===== src/rtl/hazard_stall_ctrl_pkg.sv =====
// Shared definitions for the decode-stage hazard/stall controller:
// FSM state encoding, parameter defaults and the register-match helper.
package hazard_stall_ctrl_pkg;

   // Controller states, 2-bit encoding shared by the top and any observers.
   typedef enum logic [1:0] {
      ST_RUN   = 2'b00,   // normal issue, per-cycle hazard checks
      ST_DRAIN = 2'b01,   // SYSCALL held in ID while older instrs retire
      ST_ISSUE = 2'b10,   // SYSCALL released into ID_EXE for one cycle
      ST_HALT  = 2'b11    // fetch frozen until the service routine resumes
   } state_e;

   // Older instructions to retire (EXE, MEM, WB) before SYSCALL issues.
   localparam int DRAIN_CYCLES_DEF = 3;

   // Default width of the debug stall-cycle counter.
   localparam int STALL_CNT_W_DEF  = 16;

   // Register $0 is hard-wired to zero, so it never carries a dependency.
   localparam logic [4:0] REG_ZERO = 5'd0;

   // True when a source operand is actually read and names the load destination.
   function automatic logic src_hit(input logic       uses,
                                    input logic [4:0] src,
                                    input logic [4:0] dst);
      return uses && (src == dst);
   endfunction

endpackage


===== src/rtl/hazard_stall_ctrl_sat_counter.sv =====
// Saturating up-counter: increments on inc_i, sticks at all-ones,
// cleared asynchronously by an active-low reset.
module hazard_stall_ctrl_sat_counter #(
   parameter int WIDTH = 16
) (
   input  logic             clk,
   input  logic             rst_n,
   input  logic             inc_i,
   output logic [WIDTH-1:0] count_o
);

   logic [WIDTH-1:0] count_q;
   logic [WIDTH-1:0] count_d;
   logic             at_max_s;

   // Saturation detect: all ones means the counter must hold.
   always_comb begin
      at_max_s = (count_q == {WIDTH{1'b1}});
   end

   // Next count: add one only when requested and not yet saturated.
   always_comb begin
      count_d = count_q;
      if (inc_i && !at_max_s) begin
         count_d = count_q + WIDTH'(1);
      end else begin
         count_d = count_q;
      end
   end

   // Count register with asynchronous clear.
   always_ff @(posedge clk or negedge rst_n) begin
      if (!rst_n) begin
         count_q <= {WIDTH{1'b0}};
      end else begin
         count_q <= count_d;
      end
   end

   assign count_o = count_q;

endmodule


===== src/rtl/hazard_stall_ctrl.sv =====
// Pipeline hazard/stall controller between decode (IF_ID + decoder) and ID_EXE.
// Inserts one bubble on a load-use dependency, flushes IF_ID on a taken branch
// resolved in EXE, and drains / issues / halts around SYSCALL. Enables are
// combinational from state and inputs; state and counters are registered.
module hazard_stall_ctrl
   import hazard_stall_ctrl_pkg::*;
#(
   parameter int DRAIN_CYCLES = DRAIN_CYCLES_DEF,
   parameter int STALL_CNT_W  = STALL_CNT_W_DEF
) (
   input  logic                   clk,
   input  logic                   reset,
   input  logic                   idValid,
   input  logic [4:0]             idRs,
   input  logic [4:0]             idRt,
   input  logic                   idUsesRs,
   input  logic                   idUsesRt,
   input  logic                   idSyscall,
   input  logic                   exeMemRead,
   input  logic [4:0]             exeRt,
   input  logic                   exeBranchTaken,
   input  logic                   sysResume,
   output logic                   pcWrite,
   output logic                   ifIdWrite,
   output logic                   ifIdFlush,
   output logic                   idExeBubble,
   output logic                   halted,
   output logic [STALL_CNT_W-1:0] stallCycles
);

   // Drain counter counts DRAIN_CYCLES-1 down to 0; keep at least one bit.
   localparam int DRAIN_W = (DRAIN_CYCLES > 1) ? $clog2(DRAIN_CYCLES) : 1;
   localparam logic [DRAIN_W-1:0] DRAIN_LOAD = DRAIN_W'(DRAIN_CYCLES - 1);

   state_e             state_q;
   state_e             state_d;
   logic [DRAIN_W-1:0] drain_cnt_q;
   logic [DRAIN_W-1:0] drain_cnt_d;

   logic load_use_s;
   logic pc_write_s;
   logic if_id_write_s;
   logic if_id_flush_s;
   logic bubble_s;
   logic halted_s;

   // Load-use detect: a load in EXE writes a register the ID instr reads.
   always_comb begin
      load_use_s = idValid && exeMemRead && (exeRt != REG_ZERO) &&
                   (src_hit(idUsesRs, idRs, exeRt) || src_hit(idUsesRt, idRt, exeRt));
   end

   // Next-state and enable decode; defaults hold PC/IF_ID and bubble ID_EXE.
   always_comb begin
      state_d       = state_q;
      drain_cnt_d   = drain_cnt_q;
      pc_write_s    = 1'b0;
      if_id_write_s = 1'b0;
      if_id_flush_s = 1'b0;
      bubble_s      = 1'b1;
      halted_s      = 1'b0;
      case (state_q)
         ST_RUN: begin
            if (exeBranchTaken) begin
               // Redirect wins over everything: the ID instr is on the wrong path.
               pc_write_s    = 1'b1;
               if_id_write_s = 1'b1;
               if_id_flush_s = 1'b1;
               bubble_s      = 1'b1;
            end else if (load_use_s) begin
               // One bubble lets the load reach MEM, where forwarding covers it.
               pc_write_s    = 1'b0;
               if_id_write_s = 1'b0;
               bubble_s      = 1'b1;
            end else if (idValid && idSyscall) begin
               pc_write_s    = 1'b0;
               if_id_write_s = 1'b0;
               bubble_s      = 1'b1;
               drain_cnt_d   = DRAIN_LOAD;
               state_d       = ST_DRAIN;
            end else begin
               pc_write_s    = 1'b1;
               if_id_write_s = 1'b1;
               bubble_s      = 1'b0;
            end
         end
         ST_DRAIN: begin
            if (exeBranchTaken) begin
               // An older branch squashes the pending SYSCALL.
               pc_write_s    = 1'b1;
               if_id_write_s = 1'b1;
               if_id_flush_s = 1'b1;
               bubble_s      = 1'b1;
               drain_cnt_d   = {DRAIN_W{1'b0}};
               state_d       = ST_RUN;
            end else if (drain_cnt_q == {DRAIN_W{1'b0}}) begin
               state_d       = ST_ISSUE;
            end else begin
               drain_cnt_d   = drain_cnt_q - DRAIN_W'(1);
            end
         end
         ST_ISSUE: begin
            // EXE holds a bubble here, so a taken branch cannot appear.
            bubble_s = 1'b0;
            state_d  = ST_HALT;
         end
         ST_HALT: begin
            halted_s = 1'b1;
            if (sysResume) begin
               // Overwrite the stale SYSCALL in IF_ID; it must not reissue.
               pc_write_s    = 1'b1;
               if_id_write_s = 1'b1;
               bubble_s      = 1'b1;
               state_d       = ST_RUN;
            end else begin
               state_d = ST_HALT;
            end
         end
         default: begin
            state_d     = ST_RUN;
            drain_cnt_d = {DRAIN_W{1'b0}};
         end
      endcase
   end

   // State and drain counter; reset drops any partial drain.
   always_ff @(posedge clk or negedge reset) begin
      if (!reset) begin
         state_q     <= ST_RUN;
         drain_cnt_q <= {DRAIN_W{1'b0}};
      end else begin
         state_q     <= state_d;
         drain_cnt_q <= drain_cnt_d;
      end
   end

   // While reset is low the pipeline is frozen and ID_EXE sees bubbles.
   assign pcWrite     = reset & pc_write_s;
   assign ifIdWrite   = reset & if_id_write_s;
   assign ifIdFlush   = reset & if_id_flush_s;
   assign idExeBubble = (~reset) | bubble_s;
   assign halted      = reset & halted_s;

   hazard_stall_ctrl_sat_counter #(
      .WIDTH (STALL_CNT_W)
   ) u_stall_cnt (
      .clk     (clk),
      .rst_n   (reset),
      .inc_i   (~pcWrite),
      .count_o (stallCycles)
   );

endmodule


===== config.mk =====
export PLATFORM = sky130hd
export DESIGN_NAME = hazard_stall_ctrl
export DESIGN_NICKNAME = d
export VERILOG_FILES = /design/src/rtl/hazard_stall_ctrl_pkg.sv /design/src/rtl/hazard_stall_ctrl_sat_counter.sv /design/src/rtl/hazard_stall_ctrl.sv
export SDC_FILE = /design/constraint.sdc
export NUM_CORES = 1
export LEC_CHECK = 0
export ABC_AREA = 0
export CORE_MARGIN = 2
export CORE_UTILIZATION = 45
export DETAILED_ROUTE_END_ITERATION = 7
export DONT_BUFFER_PORTS = 1
export RECOVER_POWER = 100
export SYNTH_ARGS = -nofsm -noshare
export SYNTH_HDL_FRONTEND = slang
export SYNTH_HIERARCHICAL = 1
export SYNTH_SLANG_ARGS = --single-unit

===== constraint.sdc =====
create_clock -name clk -period 6 [get_ports clk]
set_input_delay 1.8 -clock clk [delete_from_list [all_inputs] [get_ports clk]]
set_output_delay 1.8 -clock clk [all_outputs]
set_load 0.05 [all_outputs]

**Run 1: sizing map**

Drawn at 6 px/um.
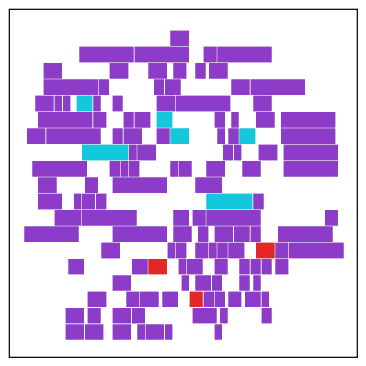
Key: drive 1 or less = purple [cells 126, share 93%, most used dfrtp_1]; drive 3 to 4 = cyan [cells 6, share 4.4%, most used clkbuf_4]; drive 2 = red [cells 3, share 2.2%]

**Run 1: placed cells, one color a class**

Drawn at 6 px/um. Fill, decap, tap and diode cells in gray.
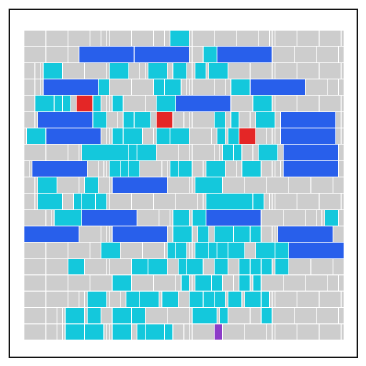
Key: all other logic = cyan [cells 111, share of their area 59%]; other buffers and delay cells = purple [cells 1, share of their area 0.29%]; cells driving clock nets = red [cells 3, share of their area 1.7%]; flip-flops = blue [cells 20, share of their area 39%]

**Run 1: congestion heat map**

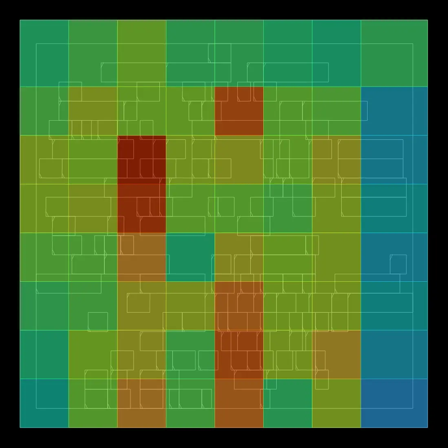
met2 track demand over resource: 26.95%
Total GRT Usage: 17.58%
final core occ: 48.14%
drt wl/cell: 15.59 um

==> run notes, run 1 <==
run metrics: # Taps 31, fillcell total 258, Num CTS Buffers 3, clk_skew a little under 0.003 ns, Cell Count, Final, Fillers Out 166, Worst Path Arrival 3.43 ns, YS warnings 6, fmax 0.1911 GHz, Net Sw Frac 52.73%, Die ar. 0.003335 mm^2, cycle use final 87.22%, Int Pwr 277.5 uW, Top cell excl fill/tap dfrtp_1, GR peak layer met2, Worst Reg2Reg Path Length in Cells 8, PD cells 442.1 mW/mm^2, setup tns final 0 ns, combinational share of cell area a little under three fifths, met3 usage 6.696%, IO Port Bufs 0, clk buf depth 2, CP Capture Type output pin, highest-power group sequential cells, drt via density between 6 and 7, Netlist cell types 41, Die Y-Extent 57.75 um, status completed, largest net degree at the start of global routing 24, DRC marker count from the first detailed-route iteration 46, met3 wire len 157 um
**Run 1: selected gate families**

Drawn at 6 px/um.
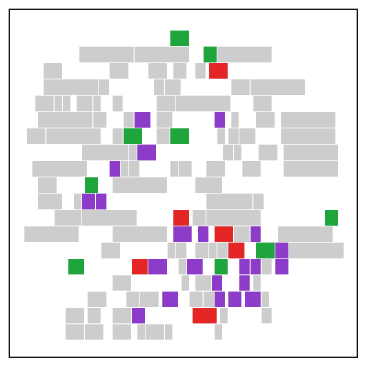

==> run 2: changes to the inputs <==
- CTS_CLUSTER_DIAMETER: default -> 150
- DONT_BUFFER_PORTS: 1 -> default
- PLACE_DENSITY: default -> 0.8
- SKIP_CTS_REPAIR_TIMING: default -> 1
**Run 2: selected gate families**

Drawn at 6 px/um.
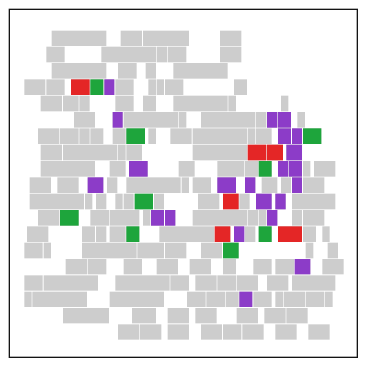
Key: AND-OR and OR-AND gates = red [cells 6, most used o21a_1]; AND and OR gates = green [cells 9, most used and3_1]; inverting AOI/OAI gates = purple [cells 22, most used a21oi_1]
Top cell excl fill/tap: clkdlybuf4s50_1
combinational share of cell area: 41.23%
Cell Count, Final, Fillers Out: 211

==> run notes, run 2 <==
run metrics: clk buf depth 2, Worst Reg2Reg Path Length in Cells 8, Die Y-Extent 57.75 um, TritonCTS Sinks 20, # IOs 45, Num CTS Buffers 3, Seq/total area between 20% and 30%, fmax 0.1747 GHz, YS warnings 6, status completed, met3 wire len around 140 um, cell taking the most area after synthesis dfrtp_1, mux share 0.8662%, IO Port Bufs 44, DRC marker count from the first detailed-route iteration 52, Total GRT Usage 20.82%, largest net degree at the start of global routing 23, Synth flops 20, Final #Nets 207, fillcell total 226, met2 track demand over resource approximately 37%, Int Pwr around 360 uW, Die ar. 0.003335 mm^2, drt via density between 5 and 6, setup tns final 0 ns, CP Capture Type output pin, GR peak layer met2, logic area 735.7 um^2, worst r2r src state_q[0], drt wl/cell 14.85 um, clk_skew roughly 0.0014 ns, Netlist cell types 41, simple share 25.70%, # Taps 31, final setup fails 0
==> run 3: changes to the inputs <==
- ABC_AREA: 0 -> default
**Run 3: placed cells, one color a class**

Drawn at 6 px/um. Fill, decap, tap and diode cells in gray.
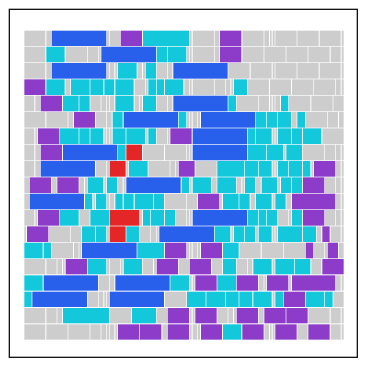
Key: clock drivers and dummy loads = red [cells 4, share of their area 2.1%]; all other logic = cyan [cells 111, share of their area 43%]; other buffers and delay cells = purple [cells 45, share of their area 26%]; flip-flops = blue [cells 20, share of their area 29%]
Core ar.: 0.002758 mm^2
final instance area: 0.001784 mm^2
Site Rows: 19
final core occ: 64.70%

==> run notes, run 3 <==
run metrics: Netlist cell types ~40, Int Pwr approximately 360 uW, fillcell total between 200 and 250, PD cells between 300 and 400 mW/mm^2, final setup fails 0, Worst Path Arrival 3.93 ns, met3 usage 2.902%, # IOs 45, drt wl/cell 14.85 um, Latency at later pin 0.29 ns, Top cell excl fill/tap clkdlybuf4s50_1, drt via density 5.664, Total GRT Usage 20.82%, setup tns final 0 ns, Worst Reg2Reg Path Length in Cells 8, Num CTS Buffers 3, IO Port Bufs 44, met2 track demand over resource between 30% and 40%, # Taps 31, TritonCTS Sinks 20, yosys stat area 0.001300 mm^2, cell taking the most area after synthesis dfrtp_1, cycle use final 95.42%, Cell Count, Final, Fillers Out approximately 210, Synth flops 20, logic area 735.7 um^2, clk buf depth 2, simple share 25.70%, GR peak layer met2, DRC marker count from the first detailed-route iteration 52, met3 wire len between 100 and 150 um, status completed, number of flip-flops in the largest register 16, fmax 0.1747 GHz, Net Sw Frac between 40% and 50%, combinational share of cell area between 40% and 50%, clk_skew around 0.0014 ns, Seq/total area 28.05%, Die ar. 0.003335 mm^2, mux share 0.8662%, Worst Setup Start Kind primary input, highest-power group combinational cells, largest net degree at the start of global routing 23, CP Capture Type output pin

==> notes/layouts.md <==
Pictures saved along the way, in no particular order.

Metal 3.
Drawn at 8 px/um.
picture 1
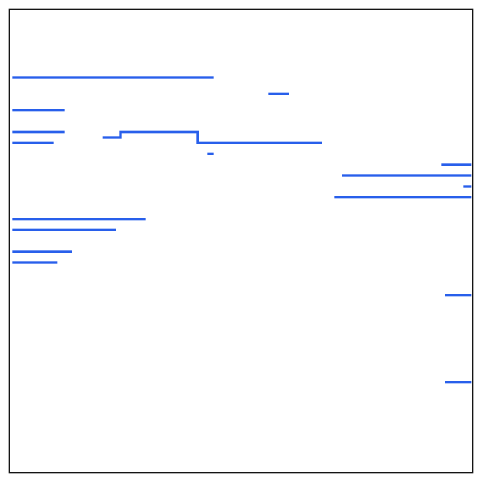
picture 2
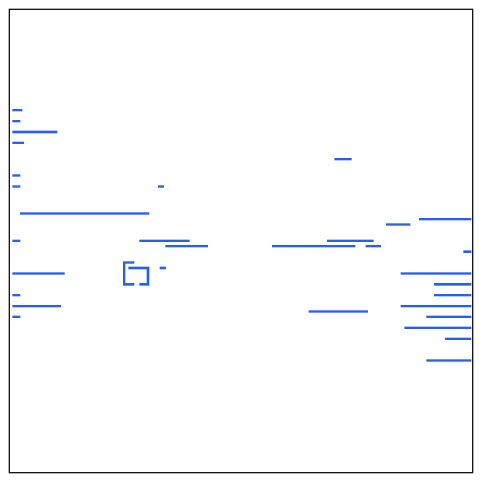
Run 3 is picture 2.
Run 1 is picture 1.

Power is estimated from default activity; no workload was simulated.
